pdn.png
Drawn at 3 px/um. Pins as bars on the die edge. Tap cells in grey.
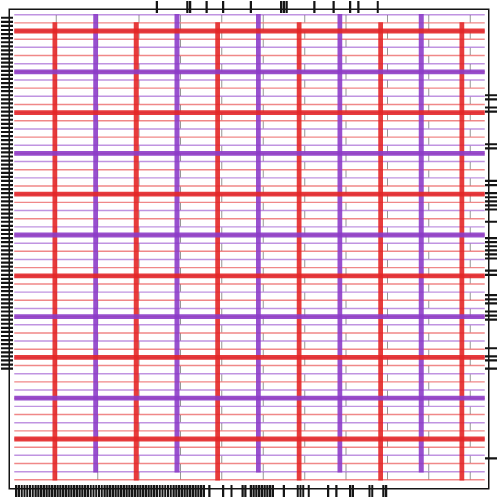
cell_classes.png
Drawn at 3 px/um. Fill, decap, tap and diode cells in grey.
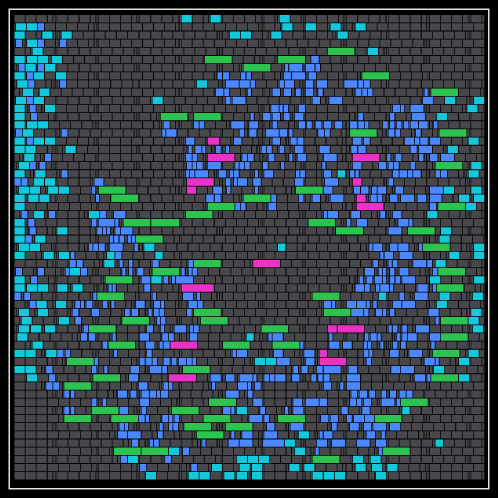
==> config.mk <==
export PLATFORM = sky130hd
export DESIGN_NAME = dot_ctrl_flat
export DESIGN_NICKNAME = d
export VERILOG_FILES = /design/src/rtl/dot_ctrl_pkg.sv /design/src/rtl/dot_ctrl_if.sv /design/src/rtl/dot_acc.sv /design/src/rtl/dot_ctrl.sv /design/src/flat_wrapper.sv
export SDC_FILE = /design/constraint.sdc
export NUM_CORES = 1
export LEC_CHECK = 0
export CAP_MARGIN = 10
export CORE_UTILIZATION = 23
export DETAILED_ROUTE_END_ITERATION = 6
export HOLD_SLACK_MARGIN = 0.1
export PLACE_DENSITY_LB_ADDON = 0.12
export REMOVE_ABC_BUFFERS = 1
export SETUP_SLACK_MARGIN = 0.3
export SYNTH_ARGS = -nofsm -noshare
export SYNTH_HDL_FRONTEND = slang
export SYNTH_SLANG_ARGS = --single-unit
==> constraint.sdc <==
create_clock -name clk -period 4.04 [get_ports clk]
set_input_delay 0.606 -clock clk [delete_from_list [all_inputs] [get_ports clk]]
set_output_delay 0.606 -clock clk [all_outputs]
set_load 0.005 [all_outputs]
==> impl_metrics.py <==
# Auto-generated metrics
metrics = {
    "outcome": {
        "status": "finished clean",
    },
    "synthesis": {
        "synth_top_flop_cell": "dfrtp_1",
        "synth_area_um2": 5693,
        "yosysTopAreaCell": "dfrtp_1",
        "yosysUniqueCellTypes": 65,
        "ys_seq_share_pct": 28.57,
        "synth_flops": 65,
        "syn_inst": 690,
        "topCellsByArea": "dfrtp_1 29%, ha_1 8.8%, and3_1 5.1%, o21ai_0 4.7%, a21oi_1 4.2%",
        "yosys_area_um2": 5693,
        "ys_cells": 690,
    },
    "finish": {
        "antennaDiodeCount": 0,
        "mostFrequentLayoutCells": "164 x clkdlybuf4s50_1, 64 x dfrtp_1, 56 x nor2_1",
        "syn_to_final_growth_pct": 35.49,
        "finalNetCount": 955,
        "final_layout_size_suffix_gt1_share_pct": 5.576,
    },
    "worst_setup_path": {
        "r2r_cells": 11,
        "cp-end-kind": "flop",
        "start_kind": "primary input",
        "cp.required_ns": 4.26,
    },
    "placed_design": {
        "port_buffers": 165,
        "gp_congestion": 0.7628,
    },
    "sta": {
        "min_period_over_period_pct": 80.73,
        "hold_viol_final": 0,
        "rsz0062_at_grt": "no",
    },
    "flow_run": {
        "drv_cap": 0,
        "warnings": 25,
    },
    "routing": {
        "vias": 5342,
        "firstDrtPassIters": 4,
        "via_per_inst": 4.723,
    },
    "clocking": {
        "cts_tree": "yes",
        "cts_buffers": 9,
        "cts_max_level": 3,
        "cts-root-buf": "clkbuf_16",
        "clk_pin_slew_ns": 0.07,
        "cts_hold_buf": 0,
    },
    "die": {
        "rows": 57,
        "chipHeight_um": 159.3,
        "ios": 230,
        "die_area_um2": 25380,
    },
    "global_routing": {
        "grt.overflow.total": 0,
    },
}
About pdn.png:
Red shows VSS. Purple shows VDD.
The core has 57 rows. 11 straps on met5. 230 signal pins sit on the boundary.
core area: 24320 um^2
Worst VDD drop: 174.9 uV

About cell_classes.png:
Blue shows all other logic, cells 554, share of their area 50%. Cyan shows other buffers and delay cells, cells 172, share of their area 23%. Magenta shows clock drivers and dummy loads, cells 16, share of their area 4.2%. Green shows flip-flops, cells 65, share of their area 22%.
Seq/total area: 21.10%
final core occ: 31.72%
finished layout cell area: 7714 um^2

[synthesized netlist by cell type (all sizes together), types with 3 or more instances]
master and instances:
nor2 57, dfrtp 65, inv 13, o311ai 3
o21bai 4, ha 40, xor2 19, mux2i 23
buf 42, nand2 53, nor2b 15, nand2b 13
a31oi 10, nor3b 4, nor3 8, o21ai 59
a211oi 6, a21o 23, nand3b 5, o31a 3
nand3 16, or3 4, o21a 6, nand4 11
o31ai 6, and2 6, and3 48, a21oi 50
mux2 3, xnor2 21, clkbuf 29, nor4 4
[per-layer routing]
metal  track usage, %  part of all wire, %  vias to the layer above
met1            19.08                   47                     2475
li1                 -                    -                     2670
met4            4.021                  1.1                        0
met5            1.894                    0                        -
met3            5.158                  7.7                       13
met2            23.80                   45                      184
[report_power, final]
part | leakage, nW | internal [mW] | switching [mW]
Sequential | 0.816 | 0.939 | 0.331
Clock | 0.149 | 0.492 | 0.357
Combinational | 2.41 | 1.64 | 1.67
[critical path, stage by stage]
cell	delay, ns
clkdlybuf4s50_1	0.40
ha_1	0.21
fa_1	0.41
a21oi_1	0.20
o21ai_1	0.09
a21oi_1	0.34
o21ai_2	0.17
o21ai_2	0.22
a211oi_1	0.19
o211a_1	0.27
nor4b_1	0.29
nor3b_1	0.09
[cell families (layout without fill, tap and decap cells)]
kind of cell	after synthesis	count (layout)	synth area share, %
fa+ha+maj	41	41	9.143
buf+inv	84	201	7.956
simple gates	248	248	22.62
flops	65	65	28.57
compound gates	186	186	20.79
mux	26	26	4.637
xor+xnor	40	40	6.286
[metrics by stage]
| step | area [um^2] | instances | hold slack (ns) | worst slack (ns) |
|---|---|---|---|---|
| 6_report | 7714 | 1131 | 0.3438 | 0.7785 |
| 5_1_grt | 7714 | 1131 | 0.3952 | 0.5617 |
| 4_1_cts | 7714 | 1131 | 0.3762 | 0.7727 |
| 3_5_place_dp | 7405 | 1115 | 0.3814 | 0.4026 |
| 3_3_place_gp | 7405 | 1115 | 0.3856 | 0.4855 |
| 2_1_floorplan | 5289 | 619 | 0.3104 | 0.9478 |
[final cells by class]
cell class | instances | area [um^2]
Clock buffer | 9 | 225.2
Multi-Input combinational cell | 541 | 3621
Clock inverter | 7 | 83.83
Sequential cell | 65 | 1628
Tap cell | 324 | 405.4
Fill cell | 2607 | 16610
Inverter | 13 | 48.80
Timing Repair Buffer | 172 | 1702
No activity file was given, so power comes from the tool's default toggle rates.
